$ cat config.mk
export PLATFORM = sky130hd
export DESIGN_NAME = axi_slave_mem_responder
export DESIGN_NICKNAME = d
export VERILOG_FILES = /design/src/rtl/axi_slave_mem_responder.sv
export SDC_FILE = /design/constraint.sdc
export NUM_CORES = 2
export LEC_CHECK = 0
export ABC_AREA = 1
export CAP_MARGIN = 10
export CELL_PAD_IN_SITES_DETAIL_PLACEMENT = 2
export CELL_PAD_IN_SITES_GLOBAL_PLACEMENT = 2
export CORE_UTILIZATION = 39
export DETAILED_ROUTE_END_ITERATION = 12
export PLACE_DENSITY_LB_ADDON = 0.1
export SYNTH_ARGS = -nofsm -noshare
export SYNTH_HDL_FRONTEND = slang
export SYNTH_SLANG_ARGS = --single-unit
$ cat constraint.sdc
create_clock -name ACLK -period 2.25 [get_ports ACLK]
set_clock_uncertainty 0.05 [all_clocks]
set_input_delay 0.225 -clock ACLK [delete_from_list [all_inputs] [get_ports ACLK]]
set_output_delay 0.225 -clock ACLK [all_outputs]
set_load 0.03 [all_outputs]
$ cat src/rtl/axi_slave_mem_responder.sv
// AXI4 slave backed by a 32-bit word memory; independent write (AW/W/B) and read (AR/R) FSMs.
// Define AXI_SLV_OOR_ERR_EN to answer out-of-range word addresses with SLVERR instead of wrapping.
module axi_slave_mem_responder #(
  parameter int unsigned ID_WIDTH  = 4,
  parameter int unsigned MEM_WORDS = 64
) (
  input  logic                ACLK,
  input  logic                ARESET,
  input  logic [ID_WIDTH-1:0] S_AWID,
  input  logic [31:0]         S_AWADDR,
  input  logic [3:0]          S_AWLEN,
  input  logic [1:0]          S_AWBURST,
  input  logic                S_AWVALID,
  output logic                S_AWREADY,
  input  logic [31:0]         S_WDATA,
  input  logic [3:0]          S_WSTRB,
  input  logic                S_WLAST,
  input  logic                S_WVALID,
  output logic                S_WREADY,
  output logic [ID_WIDTH-1:0] S_BID,
  output logic [1:0]          S_BRESP,
  output logic                S_BVALID,
  input  logic                S_BREADY,
  input  logic [ID_WIDTH-1:0] S_ARID,
  input  logic [31:0]         S_ARADDR,
  input  logic [3:0]          S_ARLEN,
  input  logic [1:0]          S_ARBURST,
  input  logic                S_ARVALID,
  output logic                S_ARREADY,
  output logic [ID_WIDTH-1:0] S_RID,
  output logic [31:0]         S_RDATA,
  output logic [1:0]          S_RRESP,
  output logic                S_RLAST,
  output logic                S_RVALID,
  input  logic                S_RREADY
);

  localparam int unsigned IdxW = $clog2(MEM_WORDS);
`ifdef AXI_SLV_OOR_ERR_EN
  localparam bit OorErrEn = 1'b1;
`else
  localparam bit OorErrEn = 1'b0;
`endif
  localparam logic [1:0] RespOkay   = 2'b00;
  localparam logic [1:0] RespSlvErr = 2'b10;
  localparam logic [1:0] BurstIncr  = 2'b01;

  typedef enum logic [1:0] {W_IDLE, W_DATA, W_RESP} w_state_e;
  typedef enum logic {R_IDLE, R_DATA} r_state_e;

  logic [31:0] mem [MEM_WORDS];

  w_state_e            w_state_q, w_state_d;
  logic [ID_WIDTH-1:0] aw_id_q;
  logic [29:0]         aw_addr_q;
  logic [3:0]          aw_len_q;
  logic [1:0]          aw_burst_q;
  logic [4:0]          w_cnt_q;
  logic                w_err_q;
  logic [1:0]          b_resp_q;
  logic                aw_hs, w_hs, w_oor, w_burst_bad, w_len_bad, w_we;

  r_state_e            r_state_q, r_state_d;
  logic [ID_WIDTH-1:0] ar_id_q;
  logic [29:0]         r_addr_q, r_fetch_addr;
  logic [3:0]          r_len_q, r_cnt_q;
  logic [1:0]          r_burst_q, r_fetch_burst, r_resp_q;
  logic [31:0]         r_data_q;
  logic                r_last_q, ar_hs, r_hs, r_load, r_fetch_bad;

  logic unused_addr;
  assign unused_addr = ^{S_AWADDR[1:0], S_ARADDR[1:0]};

  // Ready outputs are masked while reset is held so nothing is accepted mid-reset.
  always_comb begin
    w_state_d = w_state_q;
    S_AWREADY = 1'b0;
    S_WREADY  = 1'b0;
    S_BVALID  = 1'b0;
    case (w_state_q)
      W_IDLE: begin
        S_AWREADY = !ARESET;
        if (S_AWVALID) w_state_d = W_DATA;
      end
      W_DATA: begin
        S_WREADY = !ARESET;
        if (S_WVALID && S_WLAST) w_state_d = W_RESP;
      end
      W_RESP: begin
        S_BVALID = 1'b1;
        if (S_BREADY) w_state_d = W_IDLE;
      end
      default: w_state_d = W_IDLE;
    endcase
  end

  assign aw_hs       = S_AWVALID && S_AWREADY;
  assign w_hs        = S_WVALID && S_WREADY;
  assign w_burst_bad = aw_burst_q[1];
  assign w_oor       = OorErrEn && (aw_addr_q >= 30'(MEM_WORDS));
  assign w_len_bad   = (w_cnt_q != {1'b0, aw_len_q});
  assign w_we        = w_hs && !w_burst_bad && !w_oor;

  always_ff @(posedge ACLK) begin
    if (ARESET) begin
      w_state_q  <= W_IDLE;
      aw_id_q    <= '0;
      aw_addr_q  <= '0;
      aw_len_q   <= '0;
      aw_burst_q <= '0;
      w_cnt_q    <= '0;
      w_err_q    <= 1'b0;
      b_resp_q   <= RespOkay;
    end else begin
      w_state_q <= w_state_d;
      if (aw_hs) begin
        aw_id_q    <= S_AWID;
        aw_addr_q  <= S_AWADDR[31:2];
        aw_len_q   <= S_AWLEN;
        aw_burst_q <= S_AWBURST;
        w_cnt_q    <= '0;
        w_err_q    <= 1'b0;
      end
      if (w_hs) begin
        if (aw_burst_q == BurstIncr) aw_addr_q <= aw_addr_q + 30'd1;
        // Saturating count keeps over-long bursts flagged as a length mismatch.
        if (w_cnt_q != 5'h1f) w_cnt_q <= w_cnt_q + 5'd1;
        if (w_oor) w_err_q <= 1'b1;
        if (S_WLAST) begin
          b_resp_q <= (w_burst_bad || w_len_bad || w_oor || w_err_q) ? RespSlvErr : RespOkay;
        end
      end
    end
  end

  always_ff @(posedge ACLK) begin
    if (w_we) begin
      for (int b = 0; b < 4; b++) begin
        if (S_WSTRB[b]) mem[aw_addr_q[IdxW-1:0]][8*b +: 8] <= S_WDATA[8*b +: 8];
      end
    end
  end

  assign S_BID   = aw_id_q;
  assign S_BRESP = b_resp_q;

  always_comb begin
    r_state_d = r_state_q;
    S_ARREADY = 1'b0;
    S_RVALID  = 1'b0;
    case (r_state_q)
      R_IDLE: begin
        S_ARREADY = !ARESET;
        if (S_ARVALID) r_state_d = R_DATA;
      end
      R_DATA: begin
        S_RVALID = 1'b1;
        if (S_RREADY && r_last_q) r_state_d = R_IDLE;
      end
      default: r_state_d = R_IDLE;
    endcase
  end

  assign ar_hs  = S_ARVALID && S_ARREADY;
  assign r_hs   = S_RVALID && S_RREADY;
  assign r_load = ar_hs || (r_hs && !r_last_q);

  // Address of the beat to present next: beat 0 from AR, later beats from the running address.
  always_comb begin
    r_fetch_addr  = S_ARADDR[31:2];
    r_fetch_burst = S_ARBURST;
    if (r_state_q == R_DATA) begin
      r_fetch_addr  = (r_burst_q == BurstIncr) ? r_addr_q + 30'd1 : r_addr_q;
      r_fetch_burst = r_burst_q;
    end
  end

  assign r_fetch_bad = r_fetch_burst[1] || (OorErrEn && (r_fetch_addr >= 30'(MEM_WORDS)));

  always_ff @(posedge ACLK) begin
    if (ARESET) begin
      r_state_q <= R_IDLE;
      ar_id_q   <= '0;
      r_addr_q  <= '0;
      r_len_q   <= '0;
      r_burst_q <= '0;
      r_cnt_q   <= '0;
      r_data_q  <= '0;
      r_resp_q  <= RespOkay;
      r_last_q  <= 1'b0;
    end else begin
      r_state_q <= r_state_d;
      if (ar_hs) begin
        ar_id_q   <= S_ARID;
        r_len_q   <= S_ARLEN;
        r_burst_q <= S_ARBURST;
        r_cnt_q   <= '0;
        r_last_q  <= (S_ARLEN == 4'd0);
      end else if (r_hs && !r_last_q) begin
        r_cnt_q  <= r_cnt_q + 4'd1;
        r_last_q <= ((r_cnt_q + 4'd1) == r_len_q);
      end
      if (r_load) begin
        r_addr_q <= r_fetch_addr;
        r_data_q <= r_fetch_bad ? '0 : mem[r_fetch_addr[IdxW-1:0]];
        r_resp_q <= r_fetch_bad ? RespSlvErr : RespOkay;
      end
    end
  end

  assign S_RID   = ar_id_q;
  assign S_RDATA = r_data_q;
  assign S_RRESP = r_resp_q;
  assign S_RLAST = r_last_q;

endmodule
==> flow_summary.toml <==
# generated from flow reports
[setup_path]
crit_chain = "ha_4, nand3b_1, nand2_2, nand2_2, nand2_4, buf_12, buf_16, buf_16, buf_16, nand3_1, nand3_1, nand3_1, nand3_1, nand3_2, nand3_2, a21oi_1"
cp-endpoint = "S_RDATA[9]$_SDFFE_PP0P_"
cpMaxStageDelayCell = "dfxtp_2"
crit_path_frequent_cell = "nand3_1"
critPathKind = "reg -> reg"
critical_path.top_delay_family = "simple AND/OR/NAND/NOR gates"

[drt]
wirelength_um = 376000
firstDrtPassIters = 5

[finish]
seq_cell_count = 2127
clockNetworkAreaShare_pct = 6.29
seq_area_sq_um = 63100
final_common_cell = "nand3_1"
drive_above_1_share_pct = 24.3

[clock_tree]
cts_buffer_depth = 3
cts_setup_buffers = 94

[synthesis]
async_reset_ff_share_pct = 0
simple_gate_area_share_pct = 23.8
xor_area_share_pct = 0.120
postSynthSeqShare_pct = 71.7
synthAoiAreaFrac_pct = 0.684
yosys-top-cells-count = "3,060 x nand3_1, 2,048 x edfxtp_1, 1,190 x nand2_1"
ys_warn_count = 0

[power_and_ir_drop]
combPwrFrac_pct = 16.6
p_sw_share_pct = 27.7
powerDensity_nw_per_um2 = 846

[hold_path]
hold_class = "in -> reg"
min_to = "aw_addr_q[2]$_SDFF_PP0_"

[place]
post_dp_cell_area_sq_um = 99300

[sta]
setup_slack_ns = -0.506
setup_viol = 580
slew_violations = 0

[status]
status = "finished with violations"
failed_checks = "negative setup slack"

[global_route]
track_usage_pct = 31.8

[floorplanning]
rows = 173
**Pin map**

Scale: 1 px per um. Pins as bars across the die edge, other pins in gray.
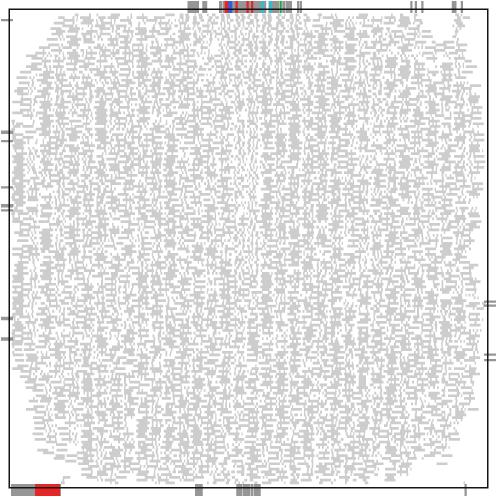
[green] `S_RREADY` | pins: 1 | direction: input | edge: top
[cyan] `S_ARBURST` | pins: 2 | direction: input | edge: top
[blue] `S_WSTRB` | pins: 4 | direction: input | edge: top
[red] `S_AWADDR` | pins: 32 | direction: input | edge: 26 bottom, 6 top
all pins by edge: 85 top, 77 bottom, 12 left, 4 right

**Sequential cells colored by netlist name**

Scale: 1 px per um. Other sequential cells in the stronger gray, the rest of the logic in the fainter gray.
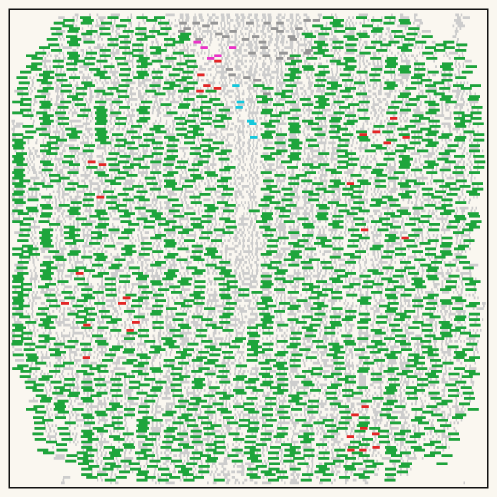
[green] `mem` | placed flops: 2,048 | where: all over the die
[red] `S_RDATA` | placed flops: 32 | where: all over the die
[magenta] `w_cnt_q` | placed flops: 5 | where: top center
[cyan] `aw_addr_q` | placed flops: 6 | where: top center

**Routing congestion map**

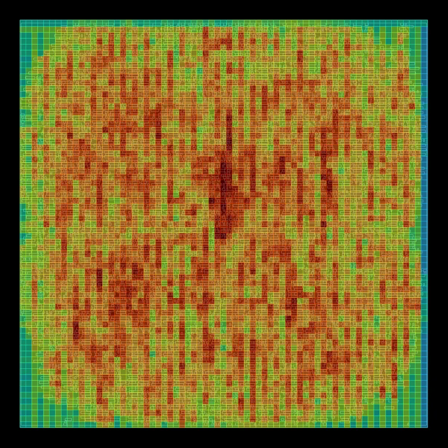
met2 Usage GRT: 53.3%
met1 Use GR: 41.6%
post-layout util: 51.5%

